**src/rtl/bnn_layer_sequencer.sv**
```systemverilog
// bnn_layer_sequencer: walks a chain of BNN layer stages (conv, pool, fc),
// enabling them one after another in thermometer order and holding the result
// until the consumer acknowledges it.
//
// Optional build macro: BNN_SEQ_WATCHDOG_EN
//   Adds a per-stage watchdog that moves the sequencer to ERR when a stage
//   stays enabled for TIMEOUT_CYCLES cycles without completing. Without the
//   macro, ERR cannot be reached, error is tied low and TIMEOUT_CYCLES is
//   only range-checked.
//
//   state | meaning
//   ------+------------------------------------------------------------
//   IDLE  | no run; all stages disabled (cleared)
//   RUN   | waiting on stage cur_stage; stages 0..cur_stage enabled
//   DONE  | last stage finished; result held, waiting for result_ack
//   ERR   | watchdog fired on stage cur_stage; waiting for result_ack

module bnn_layer_sequencer #(
  parameter int N_STAGES       = 3,
  parameter int TIMEOUT_CYCLES = 1024
) (
  input  logic                            clk,
  input  logic                            rst_n,
  input  logic                            start,
  input  logic [N_STAGES-1:0]             stage_done,
  input  logic                            result_ack,
  output logic [N_STAGES-1:0]             stage_en,
  output logic [$clog2(N_STAGES+1)-1:0]   cur_stage,
  output logic                            busy,
  output logic                            done,
  output logic                            error
);

  localparam int CW = $clog2(N_STAGES + 1);
  localparam logic [CW-1:0] LAST_STAGE = CW'(N_STAGES - 1);
  localparam logic [CW-1:0] DONE_INDEX = CW'(N_STAGES);

  if (N_STAGES < 2 || N_STAGES > 8 || TIMEOUT_CYCLES < 2 || TIMEOUT_CYCLES > 65535) begin : g_param_check
    $error("bnn_layer_sequencer: N_STAGES or TIMEOUT_CYCLES out of range");
  end

  typedef enum logic [1:0] {
    IDLE = 2'd0,
    RUN  = 2'd1,
    DONE = 2'd2,
    ERR  = 2'd3
  } state_t;

  state_t              state_q;
  state_t              state_d;
  logic [CW-1:0]       cur_d;
  logic [N_STAGES-1:0] en_d;
  logic                busy_d;
  logic                done_d;
  logic                cur_done;
  logic                timeout;

  // Completion flag of the stage currently waited on; all other bits ignored.
  always_comb begin
    cur_done = 1'b0;
    for (int i = 0; i < N_STAGES; i++) begin
      if (cur_stage == CW'(i)) cur_done = stage_done[i];
    end
  end

`ifdef BNN_SEQ_WATCHDOG_EN
  localparam logic [15:0] WD_LAST = 16'(TIMEOUT_CYCLES - 1);
  logic [15:0] wd_q;

  // A stage completing on the terminal cycle wins over the timeout.
  assign timeout = (state_q == RUN) && (wd_q == WD_LAST) && !cur_done;

  // Watchdog: restarts on entry to RUN and on every stage hand-off.
  always_ff @(posedge clk or negedge rst_n) begin
    if (!rst_n) begin
      wd_q <= '0;
    end else if (state_d != RUN) begin
      wd_q <= '0;
    end else if (state_q != RUN || cur_done) begin
      wd_q <= '0;
    end else begin
      wd_q <= wd_q + 16'd1;
    end
  end

  // Error flag is high exactly while parked in ERR.
  always_ff @(posedge clk or negedge rst_n) begin
    if (!rst_n) error <= 1'b0;
    else        error <= (state_d == ERR);
  end
`else
  assign timeout = 1'b0;
  assign error   = 1'b0;
`endif

  // State and output registers.
  always_ff @(posedge clk or negedge rst_n) begin
    if (!rst_n) begin
      state_q   <= IDLE;
      cur_stage <= '0;
      stage_en  <= '0;
      busy      <= 1'b0;
      done      <= 1'b0;
    end else begin
      state_q   <= state_d;
      cur_stage <= cur_d;
      stage_en  <= en_d;
      busy      <= busy_d;
      done      <= done_d;
    end
  end

  // Next-state and next stage index.
  always_comb begin
    state_d = state_q;
    cur_d   = cur_stage;
    unique case (state_q)
      IDLE: begin
        cur_d = '0;
        if (start) state_d = RUN;
      end
      RUN: begin
        if (cur_done) begin
          if (cur_stage == LAST_STAGE) begin
            state_d = DONE;
            cur_d   = DONE_INDEX;
          end else begin
            cur_d = cur_stage + CW'(1);
          end
        end else if (timeout) begin
          state_d = ERR;
        end
      end
      DONE, ERR: begin
        if (result_ack) begin
          state_d = IDLE;
          cur_d   = '0;
        end
      end
      default: begin
        state_d = IDLE;
        cur_d   = '0;
      end
    endcase
  end

  // Output values for the state being entered; registered above.
  always_comb begin
    en_d   = '0;
    busy_d = 1'b0;
    done_d = 1'b0;
    case (state_d)
      RUN: begin
        busy_d = 1'b1;
        for (int i = 0; i < N_STAGES; i++) begin
          en_d[i] = (CW'(i) <= cur_d);
        end
      end
      DONE: begin
        done_d = 1'b1;
        en_d   = '1;
      end
      default: ;
    endcase
  end

endmodule

```
**config.mk**
```make
export PLATFORM = sky130hd
export DESIGN_NAME = bnn_layer_sequencer
export DESIGN_NICKNAME = d
export VERILOG_FILES = /design/src/rtl/bnn_layer_sequencer.sv
export SDC_FILE = /design/constraint.sdc
export NUM_CORES = 1
export LEC_CHECK = 0
export CORE_AREA = 2 2 39 41
export CTS_BUF_LIST = sky130_fd_sc_hd__clkbuf_8
export DETAILED_ROUTE_END_ITERATION = 10
export DIE_AREA = 0 0 41 43
export PLACE_DENSITY = 0.78
export SETUP_SLACK_MARGIN = 0.1
export SYNTH_ARGS = -nofsm -noshare
export SYNTH_HDL_FRONTEND = slang
export SYNTH_SLANG_ARGS = --single-unit
export TNS_END_PERCENT = 20
```
**constraint.sdc**
```tcl
create_clock -name clk -period 2.6 [get_ports clk]
set_input_delay 0.39 -clock clk [delete_from_list [all_inputs] [get_ports clk]]
set_output_delay 0.39 -clock clk [all_outputs]
set_load 0.01 [all_outputs]
```
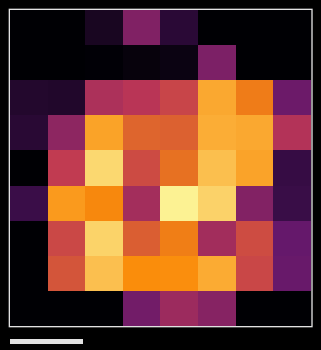
run_1/density.png
The bar under the picture is 10 um long. The die is cut into 8 by 9 equal tiles; black is low, pale yellow is high, 0 to 100% covered.
densest ninth of the die = centre
emptiest ninth of the die = upper left
tiles over 75% full = 21%
fullest tile = 97%
nearly empty tiles = 26%
mean over tiles = 39%

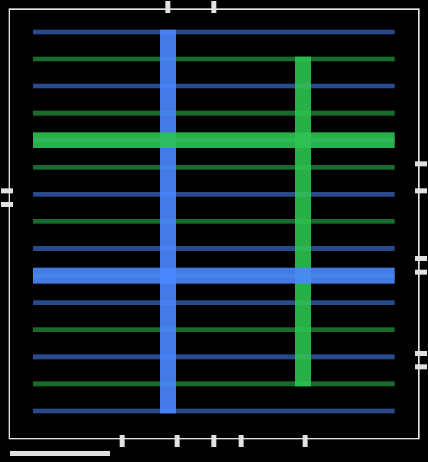
run_1/pdn.png
The bar under the picture is 10 um long. Pins as bars on the die edge.
blue -> VSS
green -> VDD
rows = 14
met4 straps = 2
signal pins = 15
met5 straps = 2
die height: 43 um
Die W: 41 um
Placeable Area: 1380 um^2
Max VDD drop: 571 uV

==> Slide: Implementation Results, run 1 <==
Synthesis and Place & Route Summary

Run
  – Max Cap Viol: 0

Logic synthesis
  – Unique masters post-synth: 25
  – Syn Inst Count: 47
  – Cell type with the largest total area: dfrtp_1
  – Yosys warnings: 0
  – Post-synth area from yosys stat: 512 um^2

Floorplan
  – I/O pin total: 15

Global route
  – Total gr overflow: 0
  – GRT Util Overall: 0.143

Place
  – Number of port buffers: 13
  – Final Wtd Congestion: 0.766

CTS
  – CTS clk-pin slew, worst paths: 0.04 ns
  – Latency at later pin: 0.23 ns
  – # clock sinks: 9
  – Clock buffer depth: 2
  – CTS root buffer: clkbuf_8
  – Hold buffers post-CTS: 0

Worst setup path
  – CP Class: reg -> reg
  – Crit path DRT: 2.71 ns
  – CP max FO: 6

STA
  – Max-slew violation count: 0
  – Final setup TNS: 0 ns
  – Final hold violation count: 0
  – Max Clock Skew: 0.00345 ns

Outcome
  – Status: completed

Route
  – Top Metal Used: met4
  – Vias/cell: 4.77

Worst hold path
  – Hold Crit Class: in -> async

Power
  – Tot Pwr: 789 uW
  – Pwr dens: 1130 nW/um^2

Final layout
  – Most frequent cells in the layout: 13 x clkdlybuf4s50_1, 9 x dfrtp_1, 6 x inv_1, 5 x ha_1, 4 x nand2_1
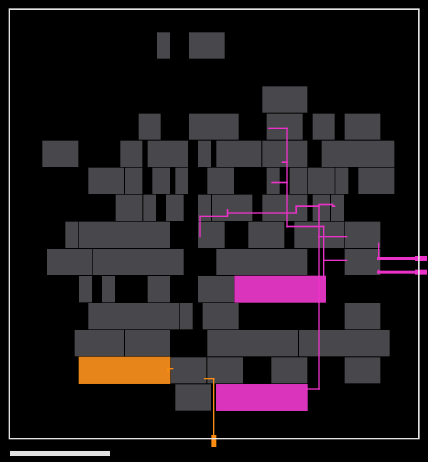
run_1/port_nets.png
The bar under the picture is 10 um long.
orange -> busy  # bits 1, direction output, end cells 1, wire 7.30 um
magenta -> cur_stage  # bits 2, direction output, end cells 2, wire 73.7 um

[run 1: cell usage after synthesis, drive strengths merged]
master,instances
mux2i,1
a31oi,1
dfrtp,9
buf,1
nand2b,1
nand3,1
conb,1
a211oi,1
nand3b,1
a21oi,2
a221o,1
and2b,1
ha,5
o21a,1
o21ba,1
o21ai,2
o22ai,1
nor2b,2
inv,5
a22o,1
nor2,1
o221a,1
or2b,1
nand2,4
o211ai,1
[run 1: where the power goes]
part           internal, uW  leakage (uW)  switching (uW)
Clock                   103     0.0000269            53.3
Combinational           223      0.000177             191
Sequential              190      0.000111            29.1
Total                   516      0.000315             273
[run 1: area by class of cell]
| type | count | area (um^2) |
|---|---|---|
| multi-input cells | 32 | 260 |
| repair buffers | 13 | 130 |
| well taps | 16 | 20.0 |
| flip-flops and latches | 9 | 225 |
| clock buffers | 3 | 41.3 |
| inverters | 5 | 18.8 |
| fillers | 142 | 684 |
| clock inverters | 1 | 3.75 |
[run 1: stage by stage]
step | hold slack [ns] | instance area (um^2) | worst slack, ns | instances | util
finish | 0.451 | 699 | 0.308 | 79 | 0.505
global route | 0.478 | 699 | 0.142 | 79 | 0.505
CTS | 0.449 | 699 | 0.270 | 79 | 0.505
detailed placement | 0.651 | 654 | 0.238 | 75 | 0.473
global placement | 0.629 | 654 | 0.280 | 75 | 0.473
floorplan | 0.0944 | 512 | 0.528 | 47 | -
[run 1: sequential cells by signal, summed over array words and instances, names as in the netlist]
signal,count
stage_en,3
cur_stage,2
state_q,2
busy,1
done,1
[run 1: metal layers]
metal,up-vias,GRT usage
met5,-,0
met4,0,0.140
met3,4,0.0785
met2,13,0.178
met1,168,0.159
li1,192,-
[run 1: final timing paths]
| kind | end | slack (ns) | cells past startpoint |
|---|---|---|---|
| worst max-delay path | stage_en[1] | 0.31 | 10 |
| worst min-delay path | cur_stage[0] | 0.45 | 1 |
| worst max register to register | stage_en[1] | 0.31 | 10 |
| worst min register to register | state_q[0] | 0.66 | 3 |
| max in group asynchronous | state_q[0] | 1.86 | 1 |
| min in group clk | state_q[0] | 0.66 | 3 |
[run 1: critical path, delay by kind of cell (launching register included)]
kind                     cells  cell delay (ns)
AND-OR/OR-AND                4             0.83
adder cells (fa/ha/maj)      2             0.47
flip-flops                   1             0.42
buffers and inverters        2             0.23
AND/OR/NAND/NOR              2             0.23
[run 1: kinds of logic (layout without fill, tap and decap cells)]
logic type,count (synthesis),count (layout),share of synthesized area
other cells,1,1,0.00733
fa+ha+maj,5,5,0.122
simple gates,12,12,0.159
flops,9,9,0.440
buf+inv,6,22,0.0514
compound gates,13,13,0.201
mux,1,1,0.0196
==> run 1 -> run 2 <==
--- a/config.mk
+++ b/config.mk
@@ -11,6 +11,7 @@
 export DIE_AREA = 0 0 41 43
 export PLACE_DENSITY = 0.78
 export SETUP_SLACK_MARGIN = 0.1
+export SLEW_MARGIN = 10
 export SYNTH_ARGS = -nofsm -noshare
 export SYNTH_HDL_FRONTEND = slang
 export SYNTH_SLANG_ARGS = --single-unit
==> constraint.sdc (replaced) <==
create_clock -name clk -period 2.42 [get_ports clk]
set_input_delay 0.363 -clock clk [delete_from_list [all_inputs] [get_ports clk]]
set_output_delay 0.363 -clock clk [all_outputs]
set_load 0.01 [all_outputs]
==> Slide: Implementation Results, run 2 <==
Synthesis and Place & Route Summary

Outcome
  – Status: completed

Logic synthesis
  – Post-synth EDFFs: 0 (unchanged)
  – Post-synth top cells: 9 x dfrtp_1, 5 x ha_1, 5 x inv_1
  – Unique masters post-synth: 25 (unchanged)
  – Ys async rst share: 1.00 (unchanged)
  – Post-synthesis simple-gate area fraction: 0.159 (unchanged)
  – Most common cell in the netlist: dfrtp_1
  – Synth Flop Type: dfrtp_1

CTS
  – CTS root buffer: clkbuf_8
  – Hold buffers post-CTS: 0 (unchanged)
  – Clock buffer depth: 2 (unchanged)
  – # clock sinks: 9 (unchanged)
  – Latency at later pin: 0.23 ns (about the same)

Power
  – Gate power share: 0.531 (+0.006)
  – Switch Pwr: 285 uW (+4.3%)
  – Int Pwr: 560 uW (+8.5%)
  – Max VDD drop: 886 uV (+55%)
  – Pwr dens: 1200 nW/um^2 (+6.3%)
  – Switch share: 0.337 (-0.00893)
  – Seq pwr share: 0.278 (about the same)

Run
  – Max Cap Viol: 0 (unchanged)

Final layout
  – Fill count: 125 (-12%)
  – Cell area after layout: 704 um^2 (+0.72%)
  – Max FFs per register: 3 (unchanged)
  – Most frequent cells in the layout: 13 x clkdlybuf4s50_1, 9 x dfrtp_1, 6 x inv_1, 4 x nand2_1, 4 x ha_1

Floorplan
  – Die height: 43 um (unchanged)
  – Die W: 41 um (unchanged)
  – Placeable Area: 1380 um^2 (unchanged)

Worst setup path
  – Crit path DRT: 2.53 ns (-0.18 ns)
  – Critical Path End: stage_en[1]
  – CP Class: reg -> reg
  – CP max FO: 6 (unchanged)

STA
  – Hold Slack: 0.420 ns (-0.0313 ns)
  – Max Clock Skew: 0.00277 ns (-0.000683 ns)
  – Final hold violation count: 0 (unchanged)

Worst hold path
  – Hold Crit Class: in -> async

Place
  – Final Wtd Congestion: 0.778 (+1.6%)
## run 2: cell counts after synthesis
Identical to the previous run, type by type.
## run 2: worst max-delay path: stages, from the launching register on
cell,delay [ns]
dfrtp_1,0.41
inv_1,0.14
ha_2,0.25
nand3_1,0.08
o21ai_0,0.08
o21a_1,0.15
inv_1,0.06
ha_1,0.20
nor2b_2,0.17
o211ai_1,0.07
o21ba_2,0.18
a221o_1,0.25
## run 2: power by group through the flow
stage          sequential, uW  clock (uW)  combinational [uW]
6_report                  235         161                 449
2_1_floorplan             252           0                 291
5_1_grt                   242         176                 502
4_1_cts                   235         168                 443
3_5_place_dp              237           0                 441
3_3_place_gp              235           0                 435
## run 2: routing by layer
| layer | GRT usage | share of wire | up-vias | wire length, um |
|---|---|---|---|---|
| met5 | 0 | 0 | - | 0 |
| met4 | 0.0400 | 0 | 0 | 0 |
| met3 | 0.0628 | 0.067 | 0 | 53 |
| met2 | 0.159 | 0.47 | 11 | 371 |
| met1 | 0.130 | 0.46 | 167 | 365 |
| li1 | - | - | 193 | - |
## run 2: layout make-up
| class | count | area (um^2) | share of cell area |
|---|---|---|---|
| multi-input combinational | 32 | 265 | 0.377 |
| clock inverter | 1 | 3.75 | 0.00533 |
| timing repair buffer | 13 | 130 | 0.185 |
| inverter | 5 | 18.8 | 0.0266 |
| clock buffer | 3 | 41.3 | 0.0586 |
| tap | 16 | 20.0 | 0.0284 |
| sequential | 9 | 225 | 0.320 |
## run 2: how the worst min path moves through the flow
stage | cells past startpoint | slack (ns) | endpoint
detailed placement | 1 | 0.62 | cur_stage[0]
finish | 1 | 0.42 | stage_en[2]
global route | 1 | 0.45 | done
global placement | 1 | 0.63 | cur_stage[0]
CTS | 1 | 0.42 | stage_en[0]
floorplan | 0 | 0.07 | busy
## run 2: cell families after synthesis
kind of cell / count (synthesis)
AOI/OAI and AO/OA: 13
and+or+nand+nor: 12
DFF: 9
buffers and inverters: 6
adders and majority gates: 5
muxes: 1
other: 1
## run 2: stage by stage
stage / total power, uW / cells / worst slack, ns
after floorplan: 544 / 47 / 0.348
after global placement: 670 / 75 / 0.128
after detailed placement: 678 / 75 / 0.107
after CTS: 846 / 79 / 0.140
after global routing: 920 / 79 / 0.100
final: 845 / 79 / 0.279
## run 2: repair_timing
action | 4_1_cts | 5_1_grt
resized | 0 | 3
endpoints found under the hold margin | 0 | 0
endpoints found under the setup margin | 0 | 1
buffers inserted | 0 | 0
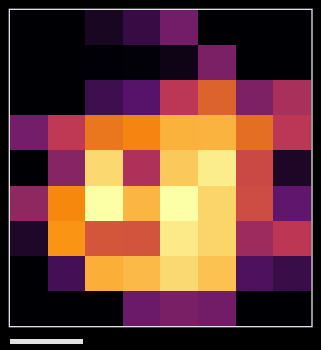
run_2/density.png
The bar under the picture is 10 um long. The die is cut into 8 by 9 equal tiles; black is low, pale yellow is high, 0 to 100% covered.
fullest tile = 100%
nearly empty tiles = 28%
tiles over 75% full = 22%
densest ninth of the die = centre
emptiest ninth of the die = upper left

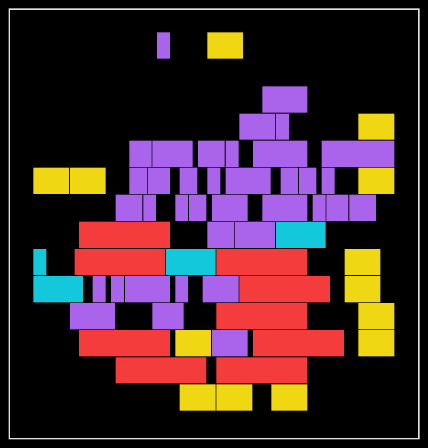
run_2/cell_classes.png
purple -> all other logic  # cells 37, share of their area 41%
yellow -> other buffers and delay cells  # cells 13, share of their area 19%
cyan -> clock drivers and dummy loads  # cells 4, share of their area 6.6%
red -> flip-flops  # cells 9, share of their area 33%

==> run 2 -> run 3 <==
--- a/config.mk
+++ b/config.mk
@@ -5,6 +5,7 @@
 export SDC_FILE = /design/constraint.sdc
 export NUM_CORES = 1
 export LEC_CHECK = 0
+export CAP_MARGIN = 20
 export CORE_AREA = 2 2 39 41
 export CTS_BUF_LIST = sky130_fd_sc_hd__clkbuf_8
 export DETAILED_ROUTE_END_ITERATION = 10
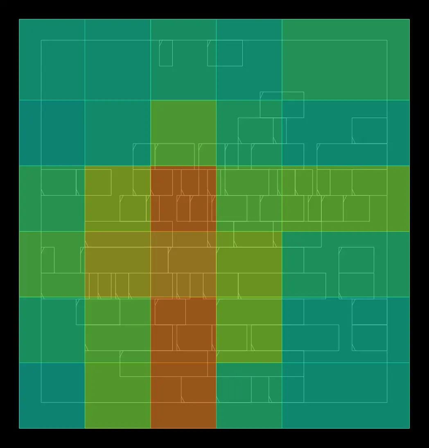
run_3/final_congestion.png
GR Layer Usage met2: 0.159
met1 usage: 0.130
WL/cell: 9.99 um
met3 GRT Util: 0.0628

==> Slide: Implementation Results, run 3 <==
Synthesis and Place & Route Summary

Worst setup path
  – Crit-path slowest cell: dfrtp_1
  – Top cell by count, worst path: inv_1
  – Arrival time at the worst endpoint: 2.25 ns
  – Critical-path cell list: inv_1 > ha_2 > nand3_1 > o21ai_0 > o21a_1 > inv_1 > ha_1 > nor2b_2 > o211ai_1 > o21ba_2 > a221o_1
  – Crit path largest cell delay: 0.41 ns (about the same)
  – Crit path DRT: 2.53 ns (about the same)
  – CP Class: reg -> reg
  – CP max FO: 6 (unchanged)

Logic synthesis
  – Synth Flop Type: dfrtp_1
  – Post-synth EDFFs: 0 (unchanged)
  – Ys async rst share: 1.00 (unchanged)
  – Unique masters post-synth: 25 (unchanged)
  – Post-synth top cells: 9 x dfrtp_1, 5 x ha_1, 5 x inv_1
  – Cell type with the largest total area: dfrtp_1
  – Most common cell in the netlist: dfrtp_1

STA
  – Final worst slack: 0.279 ns (unchanged)
  – F_max: 467 MHz
  – RSZ-0062 raised after global routing: no
  – Part of the cycle the worst path needs: 0.885
  – Max Clock Skew: 0.00277 ns (unchanged)
  – Final hold violation count: 0 (unchanged)

Final layout
  – Share of cells above drive strength 1: 0.175
  – Max FFs per register: 3 (unchanged)
  – Biggest regs: stage_en x3, cur_stage x2, state_q x2
  – Most frequent cells in the layout: 13 x clkdlybuf4s50_1, 9 x dfrtp_1, 6 x inv_1, 4 x nand2_1, 4 x ha_1
  – Biggest register: stage_en

Outcome
  – Status: completed

CTS
  – # resized after CTS: 0 (unchanged)
  – Clock buffer depth: 2 (unchanged)
  – Latency at later pin: 0.23 ns (about the same)
  – CTS tree: built
  – Setup bufs post-CTS: 0 (unchanged)
  – # clock sinks: 9 (unchanged)
  – Hold buffers post-CTS: 0 (unchanged)
  – CTS root buffer: clkbuf_8

Worst hold path
  – Hold Crit Class: in -> async

Power
  – Tot Pwr: 845 uW (unchanged)
  – Max VDD drop: 886 uV (unchanged)
  – Pwr dens: 1200 nW/um^2 (unchanged)

Run
  – Max Cap Viol: 0 (unchanged)

Floorplan
  – Die height: 43 um (unchanged)
  – Die W: 41 um (unchanged)
  – Placeable Area: 1380 um^2 (unchanged)

Global route
  – First-pass GRT wire length: 1280 um

Route
  – ANT nets after route: 0

Place
  – Final Wtd Congestion: 0.778 (unchanged)
  – HPWL after DPL: 635 um
  – Post-place setup slack: 0.107 ns (unchanged)
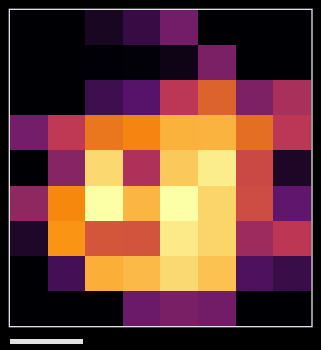
run_3/density.png
The bar under the picture is 10 um long. The die is cut into 8 by 9 equal tiles; black is low, pale yellow is high, 0 to 100% covered.
fullest tile = 100%
nearly empty tiles = 28%
densest ninth of the die = centre
Util after Layout: 0.509
Init Core Util: 0.370

## run 3: cell counts after synthesis
Identical to the previous run, type by type.
## run 3: path summary, 6_finish.rpt
| check | start | to | slack [ns] | depth (start not counted) |
|---|---|---|---|---|
| hold / removal | rst_n | stage_en[2] | 0.42 | 1 |
| max in group asynchronous | rst_n | state_q[1] | 1.73 | 1 |
| hold reg to reg | cur_stage[0] | cur_stage[0] | 0.63 | 1 |
| setup reg to reg | cur_stage[0] | stage_en[1] | 0.28 | 11 |
| setup / recovery | cur_stage[0] | stage_en[1] | 0.28 | 11 |
| min in group clk | cur_stage[0] | cur_stage[0] | 0.63 | 1 |
## run 3: metrics by stage
stage / cells / utilization / hold slack [ns] / cell area [um^2]
3_3_place_gp: 75 / 0.473 / 0.627 / 654
4_1_cts: 79 / 0.505 / 0.424 / 699
2_1_floorplan: 47 / - / 0.0674 / 512
5_1_grt: 79 / 0.509 / 0.446 / 704
3_5_place_dp: 75 / 0.473 / 0.625 / 654
6_report: 79 / 0.509 / 0.420 / 704
## run 3: area by class of cell
| type | count | area, um^2 |
|---|---|---|
| Timing Repair Buffer | 13 | 130 |
| Clock buffer | 3 | 41.3 |
| Multi-Input combinational cell | 32 | 265 |
| Inverter | 5 | 18.8 |
| Sequential cell | 9 | 225 |
| Tap cell | 16 | 20.0 |
| Fill cell | 125 | 679 |
| Clock inverter | 1 | 3.75 |
## run 3: worst max-delay path: cells and delay by family, from the launching register on
family / cells / cell delay [ns]
buffers and inverters: 2 / 0.20
AND-OR/OR-AND: 5 / 0.73
AND/OR/NAND/NOR: 2 / 0.25
flip-flops: 1 / 0.41
adder cells (fa/ha/maj): 2 / 0.45
## run 3: cell families (layout without fill, tap and decap cells)
family / after synthesis / after routing / share of synthesized area
compound gates: 13 / 13 / 0.201
buf+inv: 6 / 22 / 0.0514
flops: 9 / 9 / 0.440
simple gates: 12 / 12 / 0.159
other cells: 1 / 1 / 0.00733
fa+ha+maj: 5 / 5 / 0.122
mux: 1 / 1 / 0.0196
## run 3: where the power goes
part	switching [uW]	total, uW	internal, uW
Sequential	30.1	235	204
Combinational	203	449	246
Clock	51.6	161	110
## run 3: layer usage
metal,track usage,wire [um],up-vias
li1,-,-,193
met1,0.130,365,167
met2,0.159,371,11
met3,0.0628,53,0
met4,0.0400,0,0
met5,0,0,-
Power and IR drop assume default switching activity.
